**src/rtl/mod3_pkg.sv**
```systemverilog
// Shared definitions for the multiple-of-three serializer slice: state codes,
// default word width and the detector's remainder step.
package mod3_pkg;

    localparam int unsigned DEFAULT_WIDTH = 8;

    typedef enum logic [2:0] {
        IDLE    = 3'd0,
        CLEAR   = 3'd1,
        SHIFT   = 3'd2,
        CAPTURE = 3'd3,
        DONE    = 3'd4
    } state_t;

    // Next remainder after appending one bit: (2r + b) mod 3.
    function automatic logic [1:0] mod3_step(input logic [1:0] r, input logic b);
        logic [1:0] nxt;
        case ({r, b})
            3'b00_0: nxt = 2'd0;
            3'b00_1: nxt = 2'd1;
            3'b01_0: nxt = 2'd2;
            3'b01_1: nxt = 2'd0;
            3'b10_0: nxt = 2'd1;
            3'b10_1: nxt = 2'd2;
            default: nxt = 2'd0;
        endcase
        return nxt;
    endfunction

endpackage

```
**src/rtl/mod3_word_serializer_if.sv**
```systemverilog
// Word-in / result-out valid-ready handshakes of the serializer.
interface mod3_word_serializer_if
    import mod3_pkg::*;
#(
    parameter int unsigned WIDTH = DEFAULT_WIDTH
);
    logic             in_valid;
    logic             in_ready;
    logic [WIDTH-1:0] in_data;
    logic             res_valid;
    logic             res_ready;
    logic [WIDTH-1:0] res_data;
    logic             res_mul3;

    modport master (
        output in_valid, in_data, res_ready,
        input  in_ready, res_valid, res_data, res_mul3
    );

    modport slave (
        input  in_valid, in_data, res_ready,
        output in_ready, res_valid, res_data, res_mul3
    );
endinterface

```
**src/rtl/piso_shift_reg.sv**
```systemverilog
// Parallel-load, shift-left (zero fill) register with an MSB tap.
module piso_shift_reg
    import mod3_pkg::*;
#(
    parameter int unsigned WIDTH = DEFAULT_WIDTH
) (
    input  logic             clk,
    input  logic             rst,
    input  logic             load,
    input  logic             shift,
    input  logic [WIDTH-1:0] din,
    output logic             msb
);
    logic [WIDTH-1:0] sr;

    always_ff @(posedge clk) begin
        if (rst)        sr <= '0;
        else if (load)  sr <= din;
        else if (shift) sr <= sr << 1;
    end

    assign msb = sr[WIDTH-1];
endmodule

```
**src/rtl/mod3_word_serializer.sv**
```systemverilog
// Feeds a parallel word MSB-first into the serial mod-3 detector and returns the
// word together with the detector's verdict.
module mod3_word_serializer
    import mod3_pkg::*;
#(
    parameter int unsigned WIDTH = DEFAULT_WIDTH
) (
    input  logic                   clk,
    input  logic                   rst,
    mod3_word_serializer_if.slave  bus,
    output logic                   ser_out,
    output logic                   ser_clr,
    input  logic                   det_in
);
    localparam int unsigned   CW   = $clog2(WIDTH + 1);
    localparam logic [CW-1:0] LAST = CW'(WIDTH - 1);

    state_t           state;
    state_t           state_n;
    logic [CW-1:0]    cnt;
    logic             last_bit;
    logic             load;
    logic             shift;
    logic             msb;
    logic             in_ready_q;
    logic             res_valid_q;
    logic             res_mul3_q;
    logic [WIDTH-1:0] res_data_q;

    piso_shift_reg #(.WIDTH(WIDTH)) u_sr (
        .clk   (clk),
        .rst   (rst),
        .load  (load),
        .shift (shift),
        .din   (bus.in_data),
        .msb   (msb)
    );

    assign last_bit = (cnt == LAST);

    // The register is shifted on the CLEAR exit edge as well, so that ser_out can
    // be registered from the MSB tap one bit ahead of the shift.
    always_comb begin
        state_n = state;
        load    = 1'b0;
        shift   = 1'b0;
        case (state)
            IDLE: begin
                if (bus.in_valid) begin
                    state_n = CLEAR;
                    load    = 1'b1;
                end
            end
            CLEAR: begin
                state_n = SHIFT;
                shift   = 1'b1;
            end
            SHIFT: begin
                if (last_bit) state_n = CAPTURE;
                else          shift   = 1'b1;
            end
            CAPTURE: state_n = DONE;
            DONE: begin
                if (bus.res_ready) state_n = IDLE;
            end
            default: state_n = IDLE;
        endcase
    end

    always_ff @(posedge clk) begin
        if (rst) begin
            state       <= IDLE;
            cnt         <= '0;
            in_ready_q  <= 1'b1;
            res_valid_q <= 1'b0;
            res_mul3_q  <= 1'b0;
            res_data_q  <= '0;
            ser_out     <= 1'b0;
            ser_clr     <= 1'b1;
        end else begin
            state       <= state_n;
            in_ready_q  <= (state_n == IDLE);
            res_valid_q <= (state_n == DONE);
            ser_clr     <= (state_n == CLEAR);
            ser_out     <= (state_n == SHIFT) ? msb : 1'b0;
            if (load) begin
                res_data_q <= bus.in_data;
                cnt        <= '0;
            end else if (state == SHIFT) begin
                cnt <= cnt + CW'(1);
            end
            if (state == CAPTURE) res_mul3_q <= det_in;
        end
    end

    assign bus.in_ready  = in_ready_q;
    assign bus.res_valid = res_valid_q;
    assign bus.res_data  = res_data_q;
    assign bus.res_mul3  = res_mul3_q;
endmodule

```
**src/flat_wrapper.sv**
```systemverilog
// flat-port wrapper written by rule: the top's interface ports become plain ports
module mod3_word_serializer_flat import mod3_pkg::*;
#(
    parameter int unsigned WIDTH = DEFAULT_WIDTH
)
  (clk, rst, ser_out, ser_clr, det_in, bus_in_valid, bus_in_data, bus_res_ready, bus_in_ready, bus_res_valid, bus_res_data, bus_res_mul3);
  mod3_word_serializer_if #(.WIDTH(WIDTH)) bus_i ();
  input  logic clk;
  input  logic rst;
  output logic ser_out;
  output logic ser_clr;
  input  logic det_in;
  input wire logic [$bits(bus_i.in_valid)-1:0] bus_in_valid;
  input wire logic [$bits(bus_i.in_data)-1:0] bus_in_data;
  input wire logic [$bits(bus_i.res_ready)-1:0] bus_res_ready;
  output wire logic [$bits(bus_i.in_ready)-1:0] bus_in_ready;
  output wire logic [$bits(bus_i.res_valid)-1:0] bus_res_valid;
  output wire logic [$bits(bus_i.res_data)-1:0] bus_res_data;
  output wire logic [$bits(bus_i.res_mul3)-1:0] bus_res_mul3;
  assign bus_i.in_valid = bus_in_valid;
  assign bus_i.in_data = bus_in_data;
  assign bus_i.res_ready = bus_res_ready;
  assign bus_in_ready = bus_i.in_ready;
  assign bus_res_valid = bus_i.res_valid;
  assign bus_res_data = bus_i.res_data;
  assign bus_res_mul3 = bus_i.res_mul3;
  mod3_word_serializer #(.WIDTH(WIDTH)) u_core (.clk(clk), .rst(rst), .bus(bus_i), .ser_out(ser_out), .ser_clr(ser_clr), .det_in(det_in));
endmodule
```
**config.mk**
```make
export PLATFORM = sky130hd
export DESIGN_NAME = mod3_word_serializer_flat
export DESIGN_NICKNAME = d
export VERILOG_FILES = /design/src/rtl/mod3_pkg.sv /design/src/rtl/mod3_word_serializer_if.sv /design/src/rtl/piso_shift_reg.sv /design/src/rtl/mod3_word_serializer.sv /design/src/flat_wrapper.sv
export SDC_FILE = /design/constraint.sdc
export NUM_CORES = 1
export LEC_CHECK = 0
export CAP_MARGIN = 20
export CORE_MARGIN = 4
export CORE_UTILIZATION = 48
export DETAILED_ROUTE_END_ITERATION = 7
export HOLD_SLACK_MARGIN = 0.12
export PLACE_DENSITY = 0.86
export SLEW_MARGIN = 20
export SYNTH_ARGS = -nofsm -noshare
export SYNTH_HDL_FRONTEND = slang
export SYNTH_SLANG_ARGS = --single-unit
```
**constraint.sdc**
```tcl
create_clock -name clk -period 1.8 [get_ports clk]
set_clock_uncertainty 0.15 [all_clocks]
set_input_delay 0.36 -clock clk [delete_from_list [all_inputs] [get_ports clk]]
set_output_delay 0.36 -clock clk [all_outputs]
set_load 0.01 [all_outputs]
```
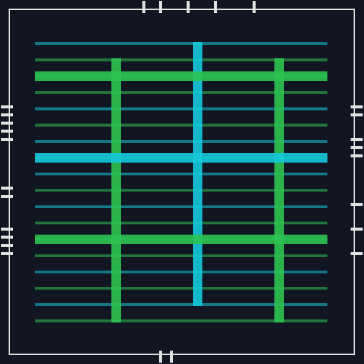
**Above:** run 1 (floorplan with the power grid).
(6 px per um) Pins as bars on the die edge.
[cyan] VDD
[green] VSS
signal pins: 26
met5 straps: 3
met1 rails: 18
rows: 17

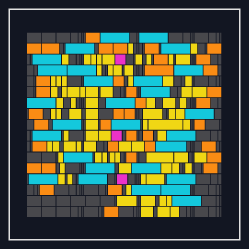
**Above:** run 1 (placement by cell class).
(4 px per um) Fill, decap, tap and diode cells in grey.
[orange] remaining buffers and delay cells | cells: 38 | share of their area: 24%
[magenta] clock drivers | cells: 3 | share of their area: 1.5%
[yellow] combinational and other logic | cells: 82 | share of their area: 36%
[cyan] sequential cells | cells: 28 | share of their area: 38%

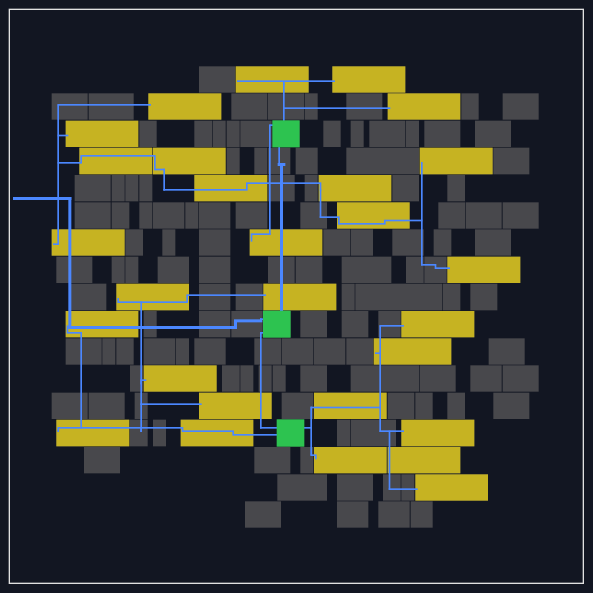
**Above:** run 1 (clock distribution).
(10 px per um)
[blue] clock wires | length: 305 um
[green] clock drivers | count: 3
[yellow] flip-flops | count: 28
routed clock nets: 4

==> PnR_summary.wiki, run 1 <==
== Run summary ==
{| class="wikitable"
! Metric !! Value
|-
| Combinational Power Share || 0.234
|-
| Worst-Skew Late Latency || ~320 ps
|-
| Number of nets with antenna violations after detailed routing || 0
|-
| Most instantiated logic cell after routing || sky130_fd_sc_hd__dfxtp_1
|-
| Num ports || 26
|-
| Gate count after technology mapping || 118
|-
| Worst Setup Start Kind || register
|-
| Clock buffer depth || 2
|-
| Buffers inserted by post-CTS timing repair || 0
|-
| Register bit count reported by yosys || 28
|-
| Count of max-cap constraint violations || 0
|-
| Pin count of the biggest net entering global routing || 16
|-
| Power in combinational cells || 293 uW
|-
| CTS clk-pin slew, worst paths || 140 ps
|-
| Post-DP HPWL || 1920 um
|-
| Worst ir drop on vdd || 0.000514 V
|-
| Number of global-route vias before repair || 963
|-
| Data required time at the worst endpoint || 1880 ps
|-
| Net count of the mapped netlist || 132
|-
| Status || finished clean
|-
| Worst Path Max Fanout || 10
|-
| Fraction of power consumed by the clock network || 0.201
|-
| Vias after detailed routing || 1025
|-
| Die X || 57.3 um
|-
| Total DRC errors in the routed layout || 0
|-
| Yosys stat chip area || 0.00116 mm^2
|-
| Commonest cells after routing, fill and taps aside || sky130_fd_sc_hd__dfxtp_1, sky130_fd_sc_hd__clkdlybuf4s50_1, sky130_fd_sc_hd__nand2_1, sky130_fd_sc_hd__buf_4, sky130_fd_sc_hd__a21oi_1
|-
| Floorplan core density || 0.517
|-
| Max_slew headroom || 0.708
|-
| Clock Power || 252 uW
|-
| Summed instance area of the synthesized netlist || approximately 0.0012 mm^2
|-
| Core Rows || 17
|-
| First-pass DRT Iterations || 4
|-
| Share of total power in sequential cells || 0.566
|-
| Post-layout period usage || 0.965
|-
| Total wire length after detailed routing || about 2600 um
|-
| Clk root buf || sky130_fd_sc_hd__clkbuf_4
|-
| CTS tree || done
|-
| Number of standard cells reported by yosys || around 120
|-
| Worst Hold Slack || approximately 310 ps
|-
| Post-layout nets || 167
|-
| Psw || roughly 340 uW
|-
| Areal power density over the cells || 825 mW/mm^2
|-
| Number of max-slew violations in the final report || 0
|-
| Critical setup path kind || reg2reg
|-
| Fill cell count || 197
|-
| Initial antenna violation count || 0
|-
| Total core area || 0.00225 mm^2
|}
-- run 1: sequential cells by signal (all words and copies together), names as in the netlist --
register and cells:
u_core.state 3, u_core.bus.res_mul3 1, u_core.ser_out 1, u_core.bus.res_valid 1
u_core.ser_clr 1, u_core.bus.res_data 8, u_core.u_sr.sr 8, u_core.bus.in_ready 1
u_core.cnt 4
-- run 1: cells in the mapped netlist, drive strengths merged --
| library cell | n | share of area |
|---|---|---|
| o21ai | 2 | 0.0086 |
| or3b | 1 | 0.0075 |
| or2 | 1 | 0.0054 |
| nor2 | 6 | 0.019 |
| xnor2 | 3 | 0.023 |
| a21oi | 11 | 0.047 |
| nand3 | 1 | 0.0043 |
| a311oi | 7 | 0.053 |
| or4b | 2 | 0.020 |
| nand2b | 3 | 0.023 |
| nor4bb | 1 | 0.0086 |
| ha | 1 | 0.011 |
| dfxtp | 28 | 0.48 |
| o21a | 1 | 0.0064 |
| nor3b | 1 | 0.016 |
| mux2i | 2 | 0.017 |
| a22o | 1 | 0.0075 |
| nand3b | 2 | 0.013 |
| nor4b | 1 | 0.020 |
| a221oi | 7 | 0.053 |
| o22ai | 1 | 0.0054 |
| buf | 6 | 0.050 |
| or3 | 1 | 0.0054 |
| clkbuf | 2 | 0.0064 |
| nand2 | 23 | 0.074 |
| and3 | 1 | 0.0054 |
| nor3 | 2 | 0.0086 |
-- run 1: worst max-delay path: stages (launching register included) --
cell and delay [ps]:
sky130_fd_sc_hd__dfxtp_1 610, sky130_fd_sc_hd__or4b_2 680, sky130_fd_sc_hd__o21ai_0 130, sky130_fd_sc_hd__nand2b_1 70
-- run 1: logic make-up (layout without fill, tap and decap cells) --
logic type | count (synthesis) | in the layout | share of synthesized area
compound gates | 30 | 30 | 0.180
xor+xnor | 3 | 3 | 0.0226
fa+ha+maj | 1 | 1 | 0.0107
buf+inv | 8 | 41 | 0.0569
flops | 28 | 28 | 0.481
mux | 2 | 2 | 0.0172
simple gates | 46 | 46 | 0.231
-- run 1: routing by layer --
layer  wire, um  track usage  part of all wire  up-vias
li1           -            -                 -      497
met5          0            0                 0        -
met1       1100        0.212              0.42      490
met4         29       0.0596             0.011        0
met2       1350        0.290              0.51       34
met3        142       0.0249             0.054        4
-- run 1: cell type report --
type                            count  area share
Clock buffer                        3      0.0148
Multi-Input combinational cell     82       0.354
Sequential cell                    28       0.370
Tap cell                           28      0.0230
Timing Repair Buffer               38       0.239
-- run 1: worst paths after layout --
path | start | endpoint | slack (ps) | cells past startpoint
worst max-delay path | u_core.state[2] | u_core.bus.in_ready | 60 | 3
worst min-delay path | u_core.bus.res_data[1] | u_core.bus.res_data[1] | 310 | 2
worst max register to register | u_core.state[2] | u_core.bus.in_ready | 60 | 3
worst min register to register | u_core.bus.res_data[1] | u_core.bus.res_data[1] | 310 | 2
-- run 1: stage by stage --
stage                     setup TNS, ps  setup slack [ps]  cell area (um^2)
final                                 0              63.2              1520
after global routing                  0              2.53              1520
after CTS                             0              46.0              1520
after detailed placement          -3660              -215              1490
after global placement            -2770              -166              1490
after floorplan                       0               181              1160
**Run 1: cell placement**

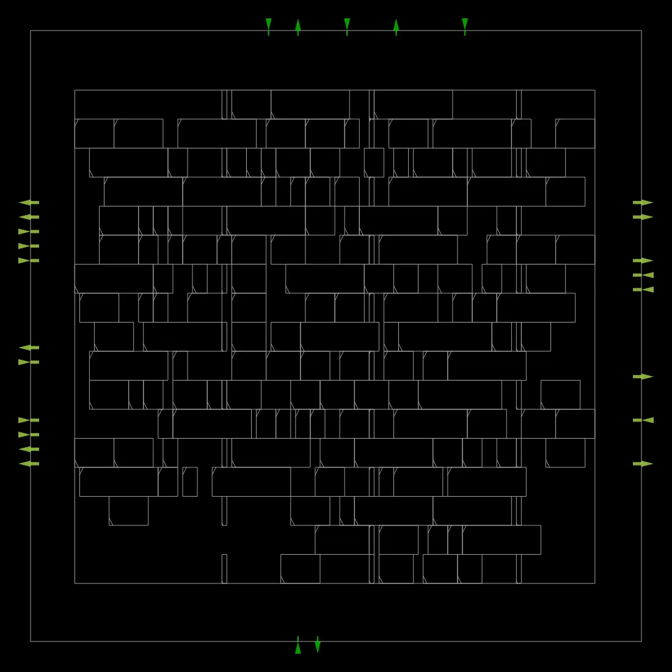

## Run 2: what changed since run 1
--- a/config.mk
+++ b/config.mk
@@ -10,7 +10,7 @@
 export CORE_UTILIZATION = 48
 export DETAILED_ROUTE_END_ITERATION = 7
 export HOLD_SLACK_MARGIN = 0.12
-export PLACE_DENSITY = 0.86
+export PLACE_DENSITY_LB_ADDON = 0.15
 export SLEW_MARGIN = 20
 export SYNTH_ARGS = -nofsm -noshare
 export SYNTH_HDL_FRONTEND = slang
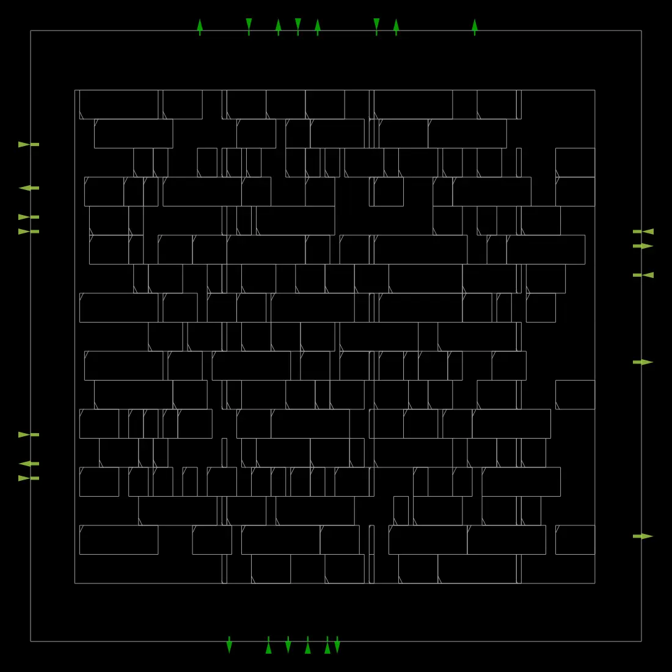
**Above:** run 2 (cell placement).
total core area: 0.00225 mm^2
well tap count: 28
Finished Layout Cells: 181
count of sequential standard cells: 28

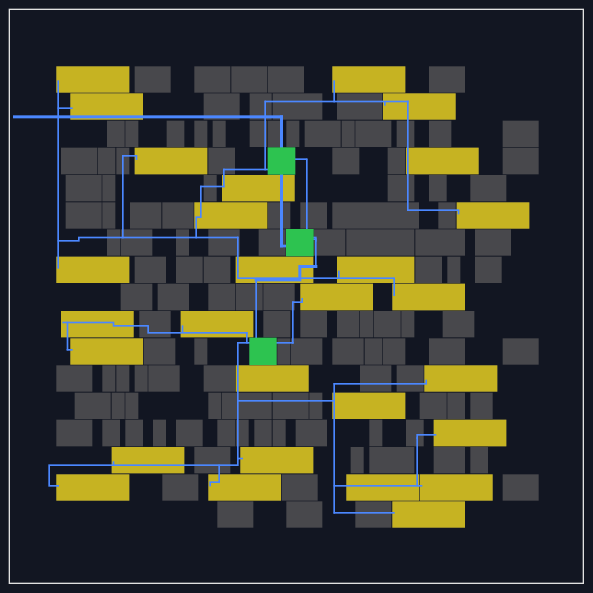
**Above:** run 2 (clock distribution).
(10 px per um)
[green] clock drivers | count: 3
[yellow] flip-flops | count: 28
[blue] clock wires | length: 324 um
flops lie: spread over the die
routed clock nets: 4

==> run 2 against run 1 <==
  * Power increased by 3.4%
  * Wire length decreased by 5.3%
  * Combinational power decreased by 4%
  * Global-route usage decreased by 0.85 points
  * Synthesized cell count unchanged
  * Utilization increased by 0.44 points
  * Setup slack improved by 3.8 ps
  * Clock power increased by 21%
  * Area after synthesis unchanged
  * Die size unchanged
==> PnR_summary.wiki, run 2 <==
== Run summary ==
{| class="wikitable"
! Metric !! Value
|-
| Buffers inserted by post-CTS timing repair || 0 (unchanged)
|-
| Worst ir drop on vdd || 0.000645 V (+25%)
|-
| Vias after detailed routing || 999 (-2.5%)
|-
| Number of standard cells reported by yosys || 118 (unchanged)
|-
| Initial antenna violation count || 0 (unchanged)
|-
| Data required time at the worst endpoint || 1290 ps (-590 ps)
|-
| CTS clk-pin slew, worst paths || 150 ps (about the same)
|-
| Count of max-cap constraint violations || 0 (unchanged)
|-
| Num ports || 26 (unchanged)
|-
| Worst-Skew Late Latency || 320 ps (about the same)
|-
| Worst Path Max Fanout || 2 (-8)
|-
| Top area cells in the synthesized netlist || sky130_fd_sc_hd__dfxtp_1, sky130_fd_sc_hd__nand2_1, sky130_fd_sc_hd__a221oi_1, sky130_fd_sc_hd__a311oi_1, sky130_fd_sc_hd__a21oi_1
|-
| Worst Setup Start Kind || register
|-
| First-pass DRT Iterations || 4 (unchanged)
|-
| Highest-delay cell along the critical path || sky130_fd_sc_hd__clkdlybuf4s50_1
|-
| Summed instance area of the synthesized netlist || 0.00116 mm^2 (unchanged)
|-
| Most common cell in the netlist || sky130_fd_sc_hd__dfxtp_1
|-
| Most instantiated flip-flop cell in the synthesis netlist || sky130_fd_sc_hd__dfxtp_1
|-
| WP buf/inv || 1 (+1)
|-
| Net count of the mapped netlist || 132 (unchanged)
|-
| Clock buffer depth || 2 (unchanged)
|-
| Async set or reset register ratio after synthesis || 0 (unchanged)
|-
| Yosys stat chip area || 0.00116 mm^2 (unchanged)
|-
| Final non-filler cell area || 0.00153 mm^2 (+0.66%)
|-
| Number of synthesized flops with an enable pin || 0 (unchanged)
|-
| Post-synthesis cell type with the largest combined area || sky130_fd_sc_hd__dfxtp_1
|-
| Status || finished clean
|-
| Post-DP HPWL || 1840 um (-4.2%)
|-
| Total DRC errors in the routed layout || 0 (unchanged)
|-
| Number of max-slew violations in the final report || 0 (unchanged)
|-
| Leading cell types by count after synthesis || sky130_fd_sc_hd__dfxtp_1, sky130_fd_sc_hd__nand2_1, sky130_fd_sc_hd__a21oi_1
|-
| Areal power density over the cells || 847 mW/mm^2 (+2.7%)
|-
| CP peak stage delay || 540 ps (-140 ps)
|-
| Die X || 57.3 um (unchanged)
|-
| Post-layout nets || 168 (+0.60%)
|-
| CTS tree || done
|-
| Gate count after technology mapping || 118 (unchanged)
|-
| Clk root buf || sky130_fd_sc_hd__clkbuf_4
|}
run 2: cell counts after synthesis:
Identical to the previous run, type by type.
run 2: through the flow:
step	instances	TNS [ps]	worst slack (ps)	total power, uW
4_1_cts	181	0	29.2	1310
6_report	181	0	67.0	1300
3_5_place_dp	177	-3200	-192	1000
2_1_floorplan	118	0	181	892
3_3_place_gp	177	-2620	-159	995
5_1_grt	181	0	0.110	1370
run 2: cells by family (layout without fill, tap and decap cells):
family                     count (synthesis)  after routing  share of synthesized area
and+or+nand+nor                           46             46                      0.231
AOI/OAI and AO/OA                         30             30                      0.180
DFF                                       28             28                      0.481
buffers and inverters                      8             43                     0.0569
xor gates and xnor gates                   3              3                     0.0226
muxes                                      2              2                     0.0172
adders and majority gates                  1              1                     0.0107
run 2: layout make-up:
cell class,count,area (um^2),area share
clock buffers,4,36.3,0.0237
multi-input cells,82,538,0.352
flip-flops and latches,28,563,0.368
well taps,28,35.0,0.0229
repair buffers,39,358,0.234
run 2: worst paths after layout:
kind	slack [ps]	startpoint	depth (start not counted)	endpoint
min reg2reg	310	u_core.bus.res_data[7]	2	u_core.bus.res_data[7]
min	310	u_core.bus.res_data[7]	2	u_core.bus.res_data[7]
max	70	u_core.bus.res_data[3]	1	bus_res_data[3]
max reg2reg	130	u_core.state[0]	4	u_core.u_sr.sr[4]
run 2: where the power goes:
group | total [uW] | internal [uW] | switching (uW)
combinational | 281 | 156 | 125
sequential | 710 | 672 | 37.5
clock | 306 | 124 | 183
run 2: layer usage:
| layer | vias to the layer above | track usage | part of all wire |
|---|---|---|---|
| li1 | 501 | - | - |
| met1 | 473 | 0.194 | 0.44 |
| met2 | 23 | 0.279 | 0.51 |
| met3 | 2 | 0.0362 | 0.044 |
| met4 | 0 | 0.0497 | 0.0048 |
| met5 | - | 0 | 0 |
**Run 2: wiring by layer**

(6 px per um) Only two layers are drawn.
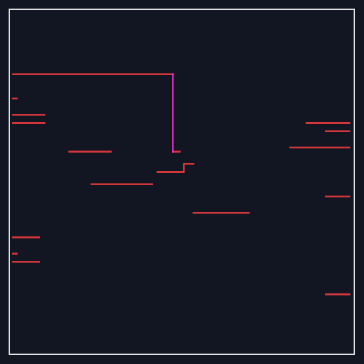

## Run 3: what changed since run 2
--- a/config.mk
+++ b/config.mk
@@ -11,7 +11,6 @@
 export DETAILED_ROUTE_END_ITERATION = 7
 export HOLD_SLACK_MARGIN = 0.12
 export PLACE_DENSITY_LB_ADDON = 0.15
-export SLEW_MARGIN = 20
 export SYNTH_ARGS = -nofsm -noshare
 export SYNTH_HDL_FRONTEND = slang
 export SYNTH_SLANG_ARGS = --single-unit
==> constraint.sdc (replaced) <==
create_clock -name clk -period 1.8 [get_ports clk]
set_clock_uncertainty 0.15 [all_clocks]
set_input_delay 0.36 -clock clk [delete_from_list [all_inputs] [get_ports clk]]
set_output_delay 0.36 -clock clk [all_outputs]
set_load 0.005 [all_outputs]
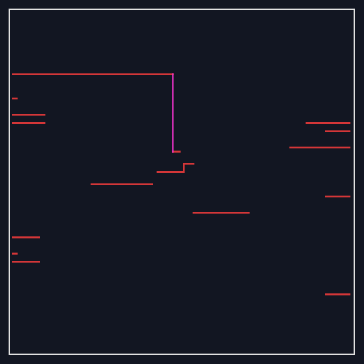
**Above:** run 3 (wiring by layer).
(6 px per um) Only two layers are drawn.
[magenta] metal 4 | wire length: 12.9 um
[red] metal 3 | wire length: 104 um

==> run 3 against run 2 <==
  * Non-clock buffer count unchanged
  * First-iteration DRC count did not move
  * Power is 0.57% lower
  * Die size unchanged
  * Setup slack improved by 14 ps
  * Via count is 0.20% lower
  * Clock-buffer cell count is the same
  * Area after synthesis did not move
  * Final cell count stayed put
==> PnR_summary.wiki, run 3 <==
== Run summary ==
{| class="wikitable"
! Metric !! Value
|-
| Top area cells in the synthesized netlist || sky130_fd_sc_hd__dfxtp_1, sky130_fd_sc_hd__nand2_1, sky130_fd_sc_hd__a221oi_1, sky130_fd_sc_hd__a311oi_1, sky130_fd_sc_hd__a21oi_1
|-
| Worst path setup slack after routing || 80.8 ps (+13.8 ps)
|-
| Leading cell types by count after synthesis || sky130_fd_sc_hd__dfxtp_1, sky130_fd_sc_hd__nand2_1, sky130_fd_sc_hd__a21oi_1
|-
| Post-synthesis cell type with the largest combined area || sky130_fd_sc_hd__dfxtp_1
|-
| Most instantiated flip-flop cell in the synthesis netlist || sky130_fd_sc_hd__dfxtp_1
|-
| Synth mux share || 0.0172 (unchanged)
|-
| Net count of the mapped netlist || 132 (unchanged)
|-
| WP buf/inv || 1 (unchanged)
|-
| Areal power density over the cells || 845 mW/mm^2 (-0.33%)
|-
| Async set or reset register ratio after synthesis || 0 (unchanged)
|-
| Storage cell area || 562 um^2 (-0.22%)
|-
| First-pass DRT Iterations || 4 (unchanged)
|-
| Vias after detailed routing || 997 (-0.20%)
|-
| Number of max-slew violations in the final report || 0 (unchanged)
|-
| Number of standard cells reported by yosys || 118 (unchanged)
|-
| Number of synthesized flops with an enable pin || 0 (unchanged)
|-
| Count of max-cap constraint violations || 0 (unchanged)
|-
| CP peak stage delay || 510 ps (-30 ps)
|-
| Tot Pwr || 1290 uW (-0.57%)
|-
| Post-layout nets || 168 (unchanged)
|-
| Worst-Skew Late Latency || 320 ps (about the same)
|-
| Post-DP HPWL || 1840 um (unchanged)
|-
| Yosys stat chip area || 0.00116 mm^2 (unchanged)
|-
| Adder and majority cell fraction of the synthesized area || 0.0107 (unchanged)
|-
| Initial antenna violation count || 0 (unchanged)
|-
| Num ports || 26 (unchanged)
|-
| Highest-delay cell along the critical path || sky130_fd_sc_hd__clkdlybuf4s50_1
|-
| Simple logic cell fraction of the synthesized area || 0.231 (unchanged)
|-
| Data required time at the worst endpoint || 1290 ps (about the same)
|-
| CTS clk-pin slew, worst paths || 150 ps (about the same)
|-
| Gate count after technology mapping || 118 (unchanged)
|-
| CTS tree || done
|-
| Summed instance area of the synthesized netlist || 0.00116 mm^2 (unchanged)
|-
| Most common cell in the netlist || sky130_fd_sc_hd__dfxtp_1
|-
| Total core area || 0.00225 mm^2 (unchanged)
|-
| Final non-filler cell area || 0.00153 mm^2 (-0.25%)
|-
| Area share of xor/xnor cells in the synthesized design || 0.0226 (unchanged)
|-
| Clock buffer depth || 2 (unchanged)
|-
| TNS Setup || 0 ps (unchanged)
|-
| Compound Share, Synth || 0.180 (unchanged)
|-
| Worst Path Max Fanout || 2 (unchanged)
|-
| Number of nets with antenna violations after detailed routing || 0
|-
| Clk root buf || sky130_fd_sc_hd__clkbuf_4
|-
| Status || finished clean
|-
| Buffers inserted by post-CTS timing repair || 0 (unchanged)
|}
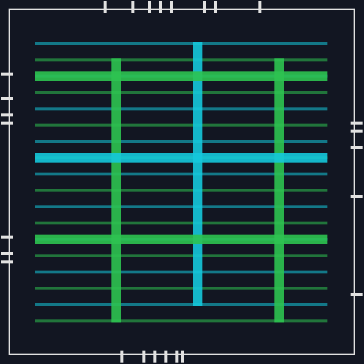
**Above:** run 3 (floorplan with the power grid).
(6 px per um) Pins as bars on the die edge.
[green] VSS
[cyan] VDD
rows: 17
met4 straps: 3

run 3: cell count changes in the layout (fill, tap and decap cells not counted):
cell | previous run | this run
sky130_fd_sc_hd__clkdlybuf4s50_1 | 24 | 25
sky130_fd_sc_hd__dfxtp_1 | 26 | 27
sky130_fd_sc_hd__dfxtp_2 | 2 | 1
sky130_fd_sc_hd__dlymetal6s2s_1 | 1 | 0
run 3: through the flow:
step | hold slack [ps] | instances
6_report | 310 | 181
5_1_grt | 341 | 181
4_1_cts | 314 | 181
3_5_place_dp | 295 | 177
3_3_place_gp | 294 | 177
2_1_floorplan | 294 | 118
run 3: timing repair:
action,CTS,global route
resized,0,1
endpoints found under the setup margin,0,2
hold buffers,0,0
run 3: path summary, 6_finish.rpt:
check	cells past startpoint	endpoint	slack, ps	startpoint
setup / recovery	1	bus_res_data[0]	80	u_core.bus.res_data[0]
hold / removal	2	u_core.bus.res_data[7]	310	u_core.bus.res_data[7]
setup reg to reg	4	u_core.u_sr.sr[4]	130	u_core.state[0]
hold reg to reg	2	u_core.bus.res_data[7]	310	u_core.bus.res_data[7]
run 3: cells by family after synthesis:
| kind of cell | count (synthesis) |
|---|---|
| compound gates | 30 |
| xor+xnor | 3 |
| fa+ha+maj | 1 |
| buf+inv | 8 |
| flops | 28 |
| mux | 2 |
| simple gates | 46 |
run 3: final cells by class:
type | count | share of cell area
sequential | 28 | 0.368
multi-input combinational | 82 | 0.352
timing repair buffer | 39 | 0.233
clock buffer | 4 | 0.0238
tap | 28 | 0.0230
run 3: metal layers:
metal,part of all wire,vias up,GRT usage,wire length (um)
met3,0.041,2,0.0362,103
met5,0,-,0,0
li1,-,501,-,-
met4,0.0048,0,0.0497,12
met2,0.51,21,0.279,1260
met1,0.44,473,0.194,1100
run 3: report_power, final:
group          internal, uW  total (uW)  switching [uW]
combinational           155         273             118
clock                   124         307             183
sequential              672         709            37.5
total                   951        1290             338
Power figures rest on the tool's default switching activity, not on a simulated workload.
